**Run 1: metal 1**

Supply wires on this layer in grey.
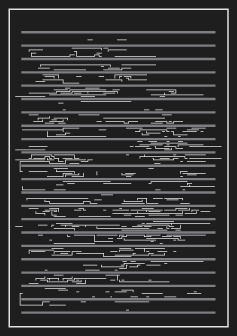
**Run 1: signal metal coverage by tile**

The bar under the picture is 10 µm long. 9 x 13 tiles, from dark purple (low) to yellow (high), scaled to the fullest tile. Values are wire area over tile area, all layers added.
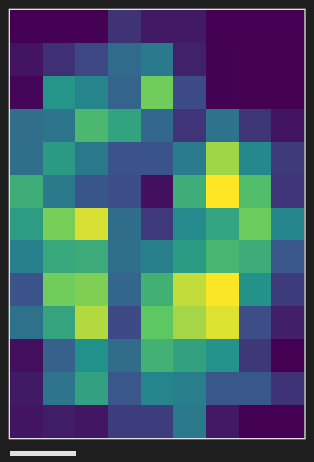
**Run 1: clock wiring as the flow saved it**

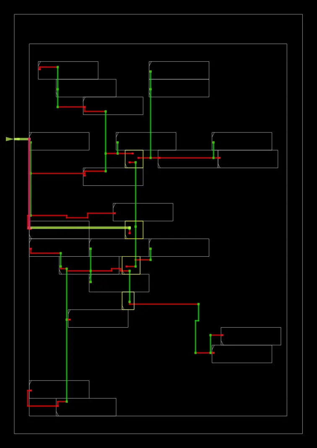
**Run 1: the metal 3 layer**

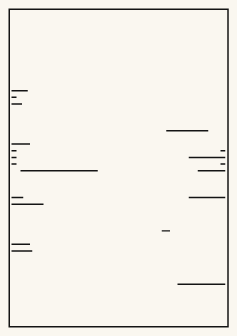
==> config.mk <==
export PLATFORM = sky130hd
export DESIGN_NAME = or_acc_ctrl
export DESIGN_NICKNAME = d
export VERILOG_FILES = /design/src/rtl/or_acc_ctrl.sv
export SDC_FILE = /design/constraint.sdc
export NUM_CORES = 1
export LEC_CHECK = 0
export CORE_ASPECT_RATIO = 1.5
export CORE_MARGIN = 2
export CORE_UTILIZATION = 45
export DETAILED_ROUTE_END_ITERATION = 10
export PLACE_DENSITY = 0.76
export SLEW_MARGIN = 20
export SYNTH_ARGS = -nofsm -noshare
export SYNTH_HDL_FRONTEND = slang
export SYNTH_SLANG_ARGS = --single-unit
==> constraint.sdc <==
create_clock -name clk -period 2.94 [get_ports clk]
set_input_delay 0.588 -clock clk [delete_from_list [all_inputs] [get_ports clk]]
set_output_delay 0.588 -clock clk [all_outputs]
set_load 0.01 [all_outputs]
==> src/rtl/or_acc_ctrl.sv <==
// Burst OR-accumulator: ORs len upstream words into an accumulator and
// publishes the reduction in result with a one-cycle done pulse.
package or_acc_pkg;
  typedef logic [7:0] wsizeN;
endpackage

module or_m #(
  parameter int W = 8
) (
  input  logic [W-1:0] a,
  input  logic [W-1:0] b,
  output logic [W-1:0] y
);
  assign y = a | b;
endmodule

// Handshake: a word transfers on a rising edge where in_valid && in_ready are
// both high; in_ready is high only in ACC and does not depend on in_valid.
module or_acc_ctrl
  import or_acc_pkg::*;
#(
  parameter int LEN_W = 5
) (
  input  logic             clk,
  input  logic             rst,
  input  logic             start,
  input  logic [LEN_W-1:0] len,
  input  logic             clear,
  input  logic             in_valid,
  input  wsizeN            in_data,
  output logic             in_ready,
  output wsizeN            result,
  output logic             done,
  output logic             busy,
  output logic [1:0]       state_dbg
);
  localparam int W = $bits(wsizeN);

  typedef enum logic [1:0] {
    IDLE = 2'd0,
    ACC  = 2'd1,
    DONE = 2'd2
  } state_t;

  state_t           state_q;
  wsizeN            acc_q;
  wsizeN            acc_d;
  wsizeN            result_q;
  logic [LEN_W-1:0] cnt_q;
  logic             beat;

  or_m #(.W(W)) u_or (
    .a (acc_q),
    .b (in_data),
    .y (acc_d)
  );

  assign beat = in_valid && (state_q == ACC);

  always_ff @(posedge clk or negedge rst) begin
    if (!rst) begin
      state_q  <= IDLE;
      acc_q    <= '0;
      cnt_q    <= '0;
      result_q <= '0;
    end else if (clear) begin
      // Abort wins over everything, including a final beat; result is kept.
      state_q <= IDLE;
      acc_q   <= '0;
      cnt_q   <= '0;
    end else begin
      case (state_q)
        IDLE: begin
          if (start) begin
            cnt_q <= len;
            acc_q <= '0;
            if (len == '0) begin
              state_q  <= DONE;
              result_q <= '0;
            end else begin
              state_q <= ACC;
            end
          end
        end
        ACC: begin
          if (beat) begin
            acc_q <= acc_d;
            cnt_q <= cnt_q - LEN_W'(1);
            if (cnt_q == LEN_W'(1)) begin
              state_q  <= DONE;
              result_q <= acc_d;
            end
          end
        end
        DONE: state_q <= IDLE;
        default: state_q <= IDLE;
      endcase
    end
  end

  assign in_ready  = (state_q == ACC);
  assign done      = (state_q == DONE);
  assign busy      = (state_q != IDLE);
  assign result    = result_q;
  assign state_dbg = state_q;
endmodule

==> notes.org, run 1 <==
#+TITLE: Physical design notes

** Critical path
- Of all nets on the critical path, the largest fanout is 12.
- Startpoint kind of the worst setup timing path :: flop
- End of the worst register-to-register path :: result[0]
- Critical Path End Type :: primary output
- For the worst reg-to-reg path, the startpoint reported by OpenROAD is cnt_q[1].
- For reference, the most critical setup path is categorized as flop to primary output.
- Measured in cells, the most critical reg-to-reg path has a length of 6.
- Critical Path AT :: 1870 ps
- Stage delay of the slowest cell on the critical path :: 550 ps
- At the worst endpoint, the required time is 2350 ps.
- Among all stages on the critical path, the largest delay is contributed by dfrtp_1.
- Listed in order, past its start point the critical path passes nand2b_1 > inv_1 > clkdlybuf4s50_1.
- The worst register-to-register path has a setup slack of 950 ps.

** Route
- The script parses the final routing iteration and logs DRC violations as 0.
- Before antenna repair, the detailed router went through 4 iterations.
- The count of nets left with antenna violations once routing finished came out at 0.
- Dividing the detail-routed via count by the number of cells gives 5.41.

** Yosys
- Synth Flop Type :: dfrtp_1
- Most used standard cells in the synthesized netlist :: nor2_1, dfrtp_1, a21oi_1, o2bb2ai_1, o21ai_0
- Yosys cell types :: 28
- Library cell occupying the most area in the post-synthesis netlist :: dfrtp_1
- The synthesized netlist handed to floorplanning was reported with a cell count of 113.
- Number of cell instances after yosys synthesis :: 113
- The net count after synthesis is 133.
- After synthesis the cells add up to 1090 µm².
- Yosys attributes the largest share of cell area to dfrtp_1, nor2_1, a21oi_1, o2bb2ai_1, o21ai_0.
- After synthesis, the mean cell area works out to 9.68 µm².
- The synthesized design contains 0 enable-type register cells.
- Top cell type by instance count after synthesis :: nor2_1
- Count of synthesis-stage warnings from yosys :: 0
- Per Yosys stat, the portion of area used by sequential elements is 0.526.
- Per the synth stats, the proportion of register bits with asynchronous set or reset is 1.00.
- Portion of synthesized cell area occupied by the leading cell type :: 0.526
- Synthesized chip area reported by yosys :: 1090 µm²

** Final timing
- For reference, the final report shows the max-slew violation count at 0.
- Post-route period utilization is reported as 0.836.
- Setup violations, final :: 0
- Setup repair after global routing left no endpoint under its margin.
- Slew @ Worst Pin :: 410 ps
- Clock period minus final worst setup slack :: 2460 ps
- Hold-check failures listed in the final report amount to 0.
- Maximum achievable frequency :: 407 MHz
- Final Worst Setup Slack :: 482 ps
- In the final timing run, aggregate negative setup slack is 0 ps.
- In this run the tightest slew margin relative to its limit is 0.727.

** Final layout
- 0 antenna diodes ended up in the layout.
- The layout summary lists the proportion of cells stronger than drive strength 1 as 0.0959.
- Area growth, synth to finish :: 32.5%
- According to the finish report, the design has a final net count of 167.

** Clock network
- TritonCTS built the clock tree.
- Maximum count of clock buffers along a single path :: 2
- Hold buffer count at cts :: 0
- In this run the post-CTS setup repair buffer count came out at 0.
- The tree is rooted in a clkbuf_4.
- Looking at the worst setup and hold paths, the clock pins of their registers show a slew of 120 ps.
- In this run the number of H-tree levels came out at 1.
- Count of cells resized by post-cts repair :: 0
- The CTS log lists the clock sinks for this run as 23.

** Floorplan
- Floorplan die height :: 64.4 µm
- In this run the core area contains 21 standard-cell rows.
- Number of top-level design ports :: 31
- Share of the core filled by cells before placement :: 0.484
- DIE WIDTH :: 44.3 µm
- In this run the standard cell core region covers 2260 µm².
- Overall die area :: 2850 µm²

** Global routing
- The number of global-route vias before repair came to 982.
- The global router reports that the layer with the highest usage is met2.
- Largest net degree at the start of global routing :: 24
- GR Overflow Total :: 0
- The first global-routing pass estimated 4280 µm of wire.
- Antenna violations before repair :: 0

** Placement
- The placement summary gives the final routability congestion estimate as 0.827.
- Once detailed placement completed, the half-perimeter wirelength came to 1850 µm.
- In this run the tool buffered the top-level ports with 30 buffer cells.
- The pre-CTS setup check shows a worst slack of 651 ps.

** Pwr
- Worst vdd rail ir drop :: 0.000460 V
- Lkg Pwr :: 0.628 nW
- Total power normalized to cell area comes to 557 nW/µm².

** Outcome
- The run finished with clean final reports.

** Min path
- Hold analysis shows the worst path with a depth of 2.
- Path class of the lowest-slack min-delay path :: flop to flop
- Hold-critical path endpoint :: acc_q[3]

** Run
- Summing over the stages, the warning tally comes to 27.
- The report counts max-capacitance violations totalling 0.
-- 'metal 1' (at the start) --
nets with wire on the layer: 148
wire length on this layer: 1010 µm
main direction: horizontal
longest straight run: 14.3 µm
met1 usage in global routing: 0.256
total number of vias: 915
wirelength, routed: 2400 µm

-- 'signal metal coverage by tile' (at the start) --
emptiest ninth of the die: top right
tiles over half the peak: 31%
mean over tiles: 0.13
nearly empty tiles: 14%
fullest tile: 0.36
wire length per cell after detailed routing: 14.2 µm
total routing resource utilization after global routing: 0.197

-- 'clock wiring as the flow saved it' (at the start) --
Flop Count: 23
number of CTS-inserted buffers: 3
clock-net power: 0.000141 W
Clock buffer cells: 3
Fin Clk Skew: 1.21 ps

-- 'the metal 3 layer' (at the start) --
share of all routed wire: 3.4%
nets with wire on the layer: 19
wire length on this layer: 82.1 µm
longest straight run: 15.4 µm
M3 GR Usage: 0.0198

run 1: kinds of logic after synthesis:
| logic type | count (synthesis) | share of synthesized area |
|---|---|---|
| flip-flops | 23 | 0.526 |
| adder cells (fa/ha/maj) | 2 | 0.0229 |
| AND-OR/OR-AND | 36 | 0.221 |
| buffers and inverters | 10 | 0.0423 |
| multiplexers | 1 | 0.0103 |
| AND/OR/NAND/NOR | 41 | 0.177 |
run 1: flip-flops by register name, summed over array words and instances, names as in the netlist:
name and flops:
acc_q 8, cnt_q 5, result 8, state_dbg 2
run 1: where the power goes:
| group | total [W] | internal [W] | switching [W] | leakage, nW |
|---|---|---|---|---|
| clock | 0.000141 | 0.0000506 | 0.0000908 | 0.0177 |
| sequential | 0.000409 | 0.000367 | 0.0000415 | 0.307 |
| combinational | 0.000257 | 0.000154 | 0.000102 | 0.304 |
| total | 0.000807 | 0.000572 | 0.000235 | 0.628 |
run 1: routing by layer:
metal	share of wire	wire length, µm
met3	0.034	82
met5	0	0
met4	0.0054	13
met2	0.54	1290
met1	0.42	1010
run 1: how the worst max path moves through the flow:
| stage | from | endpoint |
|---|---|---|
| finish | state_dbg[0] | in_ready |
| global route | state_dbg[0] | in_ready |
| CTS | state_dbg[0] | in_ready |
| detailed placement | clear | result[0] |
| global placement | clear | result[2] |
| floorplan | cnt_q[1] | result[0] |
run 1: cells in the final DEF (no fill, tap or decap):
cell	synthesis	layout
nor2_1	25	25
nand3b_1	1	1
clkdlybuf4s50_1	0	30
nor3b_1	1	1
clkinv_2	0	1
inv_2	1	1
buf_4	0	3
clkbuf_4	0	3
nor3_1	3	3
o31a_2	1	1
a32oi_1	1	1
or2_2	1	1
mux2_2	1	1
nor4bb_1	1	1
inv_1	5	5
a21bo_1	1	1
ha_1	2	2
dfrtp_1	23	23
nand2_1	4	4
o2bb2ai_1	8	8
or3b_4	1	1
a21boi_0	1	1
or4_2	1	1
o31ai_1	1	1
a21oi_1	14	14
nand2b_1	3	3
o21ai_0	7	7
a221oi_2	1	1
a21o_1	1	1
run 1: critical path: cells and delay by family, from the launching register on:
family                 cells  cell delay [ps]
AND/OR/NAND/NOR            1              310
flip-flops                 1              550
buffers and inverters      2              720
run 1: metrics by stage:
stage	power (W)	instances	hold WS [ps]	utilization	cell area, µm²
after floorplan	0.000524	113	292	-	1090
after global placement	0.000667	165	477	0.629	1420
after detailed placement	0.000671	165	480	0.629	1420
after CTS	0.000815	169	516	0.641	1450
after global routing	0.000860	169	528	0.641	1450
final	0.000807	169	511	0.641	1450
run 1: area by class of cell:
type,instances,area [µm²]
Clock buffer,3,22.5
Clock inverter,1,5.00
Fill cell,206,811
Inverter,6,22.5
Multi-Input combinational cell,80,472
Sequential cell,23,576
Tap cell,23,28.8
Timing Repair Buffer,33,323
**Run 1: the metal 2 layer**

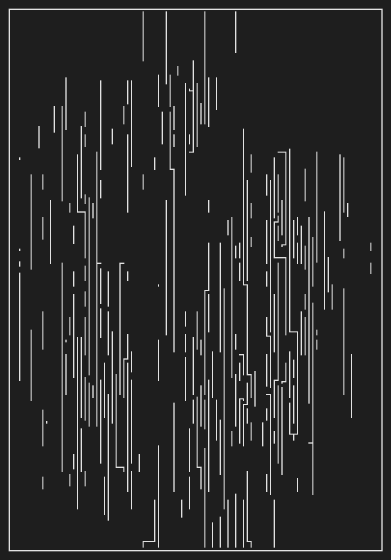

==> run 2: changes to the inputs <==
clock period = 2.5 ns   (was 2.94 ns; I/O delays follow)
**Run 2: the metal 2 layer**

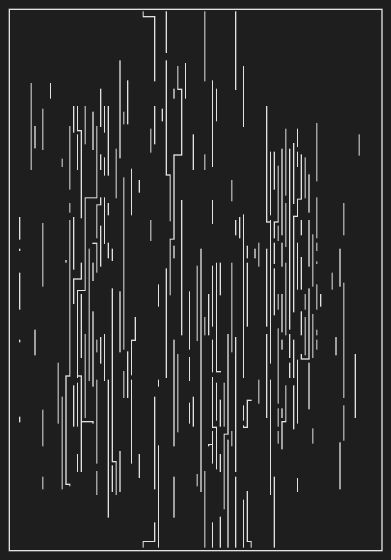
main direction: vertical
share of all routed wire: 54%
wire length on this layer: 1290 µm
wirelength, routed: 2390 µm
met2 GRT Util: 0.320
total number of vias: 945

==> run 2 against run 1 <==
First-iteration DRC count down 42%. Core utilization up 0.33 points. Highest routed layer unchanged. Clock power up 21%. Register-to-register slack worse by 410 ps.
==> notes.org, run 2 <==
#+TITLE: Physical design notes

** Critical path
- The worst reg-to-reg setup slack is 540 ps (-410 ps).
- Startpoint kind of the worst setup timing path :: flop
- Critical Path AT :: 1590 ps (-280 ps)
- The required time of the critical path is 2000 ps (-350 ps).
- Maximum net fanout on the critical path :: 10 (-2)
- For reference, the critical path is launched at state_dbg[0].
- The cell depth of the worst flop-to-flop path came to 6 (unchanged).
- In the setup report, the worst path falls into the class flop to primary output.

** Global routing
- The maximum number of pins on one net before global-route repair is 24 (unchanged).
- Antenna violations before repair :: 0 (unchanged)
- Total routing resource utilization after global routing :: 0.189 (-0.00843)
- Number of global-route vias before repair :: 928 (-5.5%)
- The total congestion overflow came to 0 (unchanged).

** Floorplan
- Number of standard-cell rows in the floorplan :: 21 (unchanged)
- The die outline height was 64.4 µm (unchanged).
- Overall die area :: 2850 µm² (unchanged)
- Number of top-level design ports :: 31 (unchanged)

** Run
- Max capacitance violation total :: 0 (unchanged)
- Tool warnings :: 27 (unchanged)

** Clock network
- Clock tree from TritonCTS :: built
- CTS H-tree lvls :: 1 (unchanged)
- Clock Sinks :: 23 (unchanged)
- The maximum clock insertion buffer count is 2 (unchanged).
- Count of cells resized by post-cts repair :: 0 (unchanged)
- Master cell of the clock root buffer :: clkbuf_4

** Final timing
- Clock period minus final worst setup slack :: 2090 ps
- Setup repair after global routing left no endpoint under its margin.

** Final layout
- Most frequent logic cell in the layout :: clkdlybuf4s50_1
- The tally of filler cells in the layout is 207 (+0.49%).

** Placement
- Global placement routability congestion :: 0.825 (-0.30%)
- Half-perimeter wire length after placement :: 1860 µm (+0.74%)

** Route
- The average routed wire per standard cell is 14.1 µm (-0.71%).
- Final ANT Viol Nets :: 0 (unchanged)

** Yosys
- By area the synthesized netlist is led by dfrtp_1, nor2_1, a21oi_1, o2bb2ai_1, o21ai_0.
- Synthesized chip area reported by yosys :: 1090 µm² (unchanged)
- Library cell occupying the most area in the post-synthesis netlist :: dfrtp_1
- Syn nets :: 133 (unchanged)
- The average size of a mapped cell was 9.68 µm² (unchanged).
- The warning count from the yosys run is 0 (unchanged).
- Counting instances in the post-synthesis netlist gives the leading cell types as nor2_1, dfrtp_1, a21oi_1, o2bb2ai_1, o21ai_0.
- Number of cell instances after yosys synthesis :: 113 (unchanged)
- The post-synthesis instance total came to 113 (unchanged).

** Pwr
- Lkg Pwr :: 0.633 nW (+0.72%)
- The power per unit of standard cell area came to 655 nW/µm² (+18%).
- Post-layout total power :: 0.000954 W (+18%)

** Outcome
- The flow ran to the end, and the final reports show no timing, DRC or antenna violations.
**Run 2: the metal 3 layer**

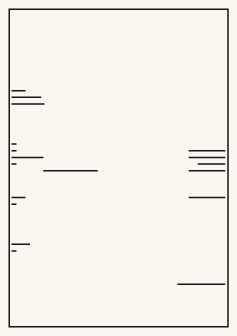
nets with wire on the layer: 17
main direction: horizontal
longest straight run: 10.8 µm

## run 2: cell counts after synthesis
No cell type changed its count.
## run 2: worst min-delay path by stage
| stage | start | end | slack [ps] | cells after the start |
|---|---|---|---|---|
| after floorplan | rst | acc_q[0] | 200 | 0 |
| after global placement | acc_q[5] | acc_q[5] | 480 | 2 |
| after detailed placement | result[0] | result[0] | 480 | 1 |
| after CTS | result[0] | result[0] | 510 | 1 |
| after global routing | result[0] | result[0] | 520 | 1 |
| final | acc_q[4] | acc_q[4] | 510 | 2 |
## run 2: routing by layer
layer,wire [µm],part of all wire,track usage
met3,84,0.035,0.0198
met4,13,0.0054,0.0644
met2,1290,0.54,0.320
met5,0,0,0
met1,1010,0.42,0.243
## run 2: area by class of cell
type | instances | share of cell area
clock inverters | 1 | 0.00344
inverters | 6 | 0.0155
clock buffers | 3 | 0.0155
flip-flops and latches | 23 | 0.395
multi-input cells | 80 | 0.324
well taps | 23 | 0.0198
repair buffers | 34 | 0.227
## run 2: cells by family (layout without fill, tap and decap cells)
group           count (synthesis)  count (layout)  synth area share
buf+inv                        10              44            0.0423
mux                             1               1            0.0103
compound gates                 36              36             0.221
simple gates                   41              41             0.177
flops                          23              23             0.526
fa+ha+maj                       2               2            0.0229
## run 2: worst max-delay path, stage by stage (launching register included)
cell and delay (ps):
dfrtp_1 540, nand2b_1 110, inv_1 90, clkdlybuf4s50_1 540
## run 2: through the flow
| step | hold slack, ps | utilization | area, µm² | std cells |
|---|---|---|---|---|
| after global routing | 524 | 0.645 | 1460 | 170 |
| after global placement | 478 | 0.632 | 1430 | 166 |
| after floorplan | 204 | - | 1090 | 113 |
| after detailed placement | 477 | 0.632 | 1430 | 166 |
| after CTS | 514 | 0.645 | 1460 | 170 |
| final | 511 | 0.645 | 1460 | 170 |
## run 2: where the power goes
group | leakage [nW] | internal (W) | switching (W)
sequential | 0.307 | 0.000432 | 0.0000481
clock | 0.0177 | 0.0000596 | 0.000111
combinational | 0.308 | 0.000183 | 0.000120
**Run 2: signal metal coverage by tile**

The bar under the picture is 10 µm long. 9 x 13 tiles, from dark purple (low) to yellow (high), scaled to the fullest tile. Values are wire area over tile area, all layers added.
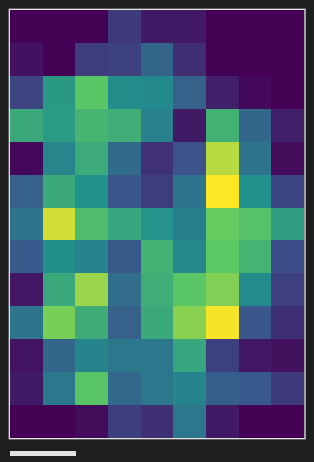

==> run 3: changes to the inputs <==
clock period = 2.02 ns   (was 2.5 ns; I/O delays follow)
**Run 3: signal metal coverage by tile**

The bar under the picture is 10 µm long. 9 x 13 tiles, from dark purple (low) to yellow (high), scaled to the fullest tile. Values are wire area over tile area, all layers added.
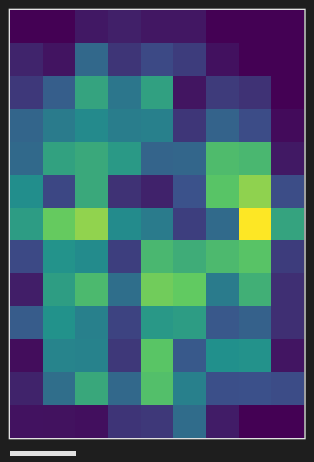
tiles over half the peak: 27%
nearly empty tiles: 8.5%
emptiest ninth of the die: top right
fullest tile: 0.41
mean over tiles: 0.13
total routing resource utilization after global routing: 0.195
wire length per cell after detailed routing: 14.1 µm
wirelength, routed: 2470 µm
total number of vias: 959

==> run 3 against run 2 <==
Sequential share of layout area is 1.1 points lower. Die size is the same. Combinational power grew 32%. Clock skew down 7.1 ps. First-iteration DRC count did not move. Synthesized area unchanged. Synthesized cell count stayed put.
==> notes.org, run 3 <==
#+TITLE: Physical design notes

** Final layout
- The top cell type in the final layout, fill and taps aside, is clkdlybuf4s50_1.
- Diode insertion count for antenna repair :: 0
- At the end of the flow, the number of nets in the layout was 173.
- From synthesis to final layout, the design area changed by 37.6%.
- Proportion of layout cells with a drive suffix above 1 :: 0.158

** Yosys
- Netlist area before placement :: 1090 µm²
- The number of cells in Yosys stat is 113 (unchanged).
- The number of nets at floorplan was 133 (unchanged).
- Number of enable-type register cells in the synthesized netlist :: 0
- The synthesis stats list as the most numerous cell nor2_1.
- Async S/R FF share, synth :: 1.00
- Count of synthesis-stage warnings from yosys :: 0 (unchanged)
- The chip area line of the yosys report is 1090 µm² (unchanged).
- Count of mapped cells out of synthesis :: 113 (unchanged)
- Yosys cell types :: 28
- Library cell occupying the most area in the post-synthesis netlist :: dfrtp_1
- After synthesis the netlist holds a flip-flop and latch count of 23.
- Mean instance size in the synthesized netlist :: 9.68 µm² (unchanged)
- Portion of synthesized cell area occupied by the leading cell type :: 0.526
- Of the synthesized area, sequential elements account for 0.526.
- Synth Flop Type :: dfrtp_1
- In the synthesized netlist, the cells that appear most often are nor2_1, dfrtp_1, a21oi_1, o2bb2ai_1, o21ai_0.
- For reference, the top cells by area after synthesis are dfrtp_1, nor2_1, a21oi_1, o2bb2ai_1, o21ai_0.

** Critical path
- Kind of critical path :: flop to primary output
- Critical Path End Type :: primary output
- The launch point of the critical path was reported as state_dbg[1].
- Worst R2R Path Depth :: 6 (unchanged)
- For the worst reg-to-reg path, the endpoint reported by OpenROAD is result[4].
- Maximum net fanout on the critical path :: 6 (-4)
- Critical path destination :: in_ready
- The required time of the critical path was 1620 ps (-380 ps).
- R2R Path Start :: cnt_q[1]
- Critical Path AT :: 1590 ps (about the same)
- Startpoint kind of the worst setup timing path :: flop
- R2R Setup Slk :: 120 ps (-420 ps)

** Final timing
- The max-slew check reports its worst relative slack as 0.582.
- Setup slack on the critical path of the routed design comes to 30.5 ps.
- The clock period could shrink to 1990 ps.
- Hold-check failures listed in the final report amount to 0.
- Slew @ Worst Pin :: 619 ps
- Endpoints with negative setup slack in the final report add up to 0.
- The final timing report lists clock skew as 3.66 ps.
- Final total negative setup slack :: 0 ps
- Per the final report, max-transition violations number 0.
- Period utilization :: 0.985

** Clock network
- For this design, the CTS-stage hold fixing added 0 buffers.
- Clock Sinks :: 23 (unchanged)
- Maximum count of clock buffers along a single path :: 2 (unchanged)
- Looking at the worst setup and hold paths, the clock pins of their registers show a slew of 120 ps.
- In this run, CTS created clock tree buffers numbering 3.
- Clock latency on the worst-skew pair :: 310 ps
- Clock tree from TritonCTS :: built
- Master cell of the clock root buffer :: clkbuf_4
- The number of H-tree branching levels is 1 (unchanged).

** Outcome
- Run status :: completed

** Route
- Per the detail_route report, DRC violations left total 0.
- 1st-iter DRT viols :: 7
- The remaining antenna violation count after routing was 0 (unchanged).

** Floorplan
- Floorplan die height :: 64.4 µm (unchanged)
- The initial utilization of the core area, before any placement, comes to 0.484.
- According to the floorplan report, the die width is 44.3 µm.
- The number of top-level design ports is 31 (unchanged).
- Standard cell core area :: 2260 µm²
- The die outline area came to 2850 µm² (unchanged).
- The number of placement rows was 21 (unchanged).

** Pwr
- Portion of total power attributed to sequential cells :: 0.491 (-0.012)
- Lkg Pwr :: 0.657 nW (+3.8%)
- Combinational share of power :: 0.334 (+0.016)
- Proportion of power drawn by the clock network :: 0.175 (-0.003)
- Switching fraction of total power :: 0.292 (-0.000951)
- The switching power of the nets is 0.000350 W (+25%).
- In this run the VDD rail shows a maximum IR drop of 0.000566 V.
- The power per unit of standard cell area came to 796 nW/µm² (+22%).
- Internal power :: 0.000849 W (+26%)
- The overall power after layout came to 0.00120 W (+26%).

** Placement
- Half-perimeter wire length after placement :: 1900 µm (+1.8%)
- Count of buffers from port buffering :: 30
- Post-placement worst setup slack :: -34.7 ps
- The final weighted congestion of routability-driven global placement is 0.820 (-0.55%).

** Global routing
- The total congestion overflow was 0 (unchanged).
- First-pass GRT wire length :: 4150 µm
- Number of global-route vias before repair :: 954 (+2.8%)
- The number of antenna violations at the first check in global routing is 0 (unchanged).
- The maximum number of pins on one net before global-route repair came to 24 (unchanged).

** Run
- The reported max-cap violation count came to 0 (unchanged).
- Tool warnings :: 27 (unchanged)

** Min path
- According to the hold report, the worst path is of the input pin to asynchronous set/reset pin type.
**Run 3: the metal 2 layer**

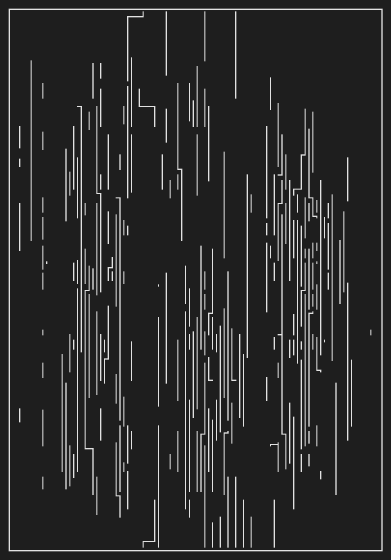
nets with wire on the layer: 155
main direction: vertical
met2 GRT Util: 0.333

-- run 3: area by class of cell --
| class | count | area, µm² |
|---|---|---|
| Fill cell | 194 | 754 |
| Inverter | 6 | 22.5 |
| Clock inverter | 1 | 5.00 |
| Timing Repair Buffer | 39 | 368 |
| Clock buffer | 3 | 22.5 |
| Multi-Input combinational cell | 80 | 480 |
| Tap cell | 23 | 28.8 |
| Sequential cell | 23 | 578 |
-- run 3: stage by stage --
step                      instances  cell area [µm²]   util  hold WS (ps)
after floorplan                 113             1090      -           108
after global placement          171             1470  0.649           477
after detailed placement        171             1470  0.649           477
after CTS                       175             1500  0.662           431
after global routing            175             1510  0.666           455
final                           175             1510  0.666           434
-- run 3: worst min-delay path by stage --
stage	to	slack, ps	cells past startpoint
floorplan	acc_q[0]	110	0
global placement	acc_q[5]	480	2
detailed placement	result[2]	480	1
CTS	cnt_q[3]	430	2
global route	cnt_q[3]	450	2
finish	cnt_q[2]	430	2
-- run 3: routing by layer --
metal / vias to the layer above / wire length, µm / track usage
met2: 21 / 1320 / 0.333
li1: 473 / - / -
met4: 0 / 29 / 0.0871
met3: 4 / 89 / 0.0226
met5: - / 0 / 0
met1: 461 / 1020 / 0.236
-- run 3: timing repair --
item / 4_1_cts / 5_1_grt
resized: 1 / 4
endpoints found under the hold margin: 0 / 0
endpoints found under the setup margin: 1 / 10
pin swaps: 0 / 0
buffers inserted: 0 / 0
-- run 3: kinds of logic (layout without fill, tap and decap cells) --
logic type	Yosys count	after routing	share of synthesized area
compound gates	36	36	0.221
buf+inv	10	49	0.0423
mux	1	1	0.0103
simple gates	41	41	0.177
fa+ha+maj	2	2	0.0229
flops	23	23	0.526
-- run 3: worst max-delay path: stages (launching register included) --
cell,delay (ps)
dfrtp_2,470
nand2b_1,170
inv_1,100
clkdlybuf4s50_1,540
-- run 3: power groups by stage --
stage          clock (W)  combinational [W]  sequential [W]
5_1_grt         0.000233           0.000437        0.000597
4_1_cts         0.000226           0.000404        0.000588
3_5_place_dp           0           0.000404        0.000591
6_report        0.000210           0.000401        0.000589
2_1_floorplan          0           0.000148        0.000614
3_3_place_gp           0           0.000393        0.000596
No activity file was given, so power comes from the tool's default toggle rates.
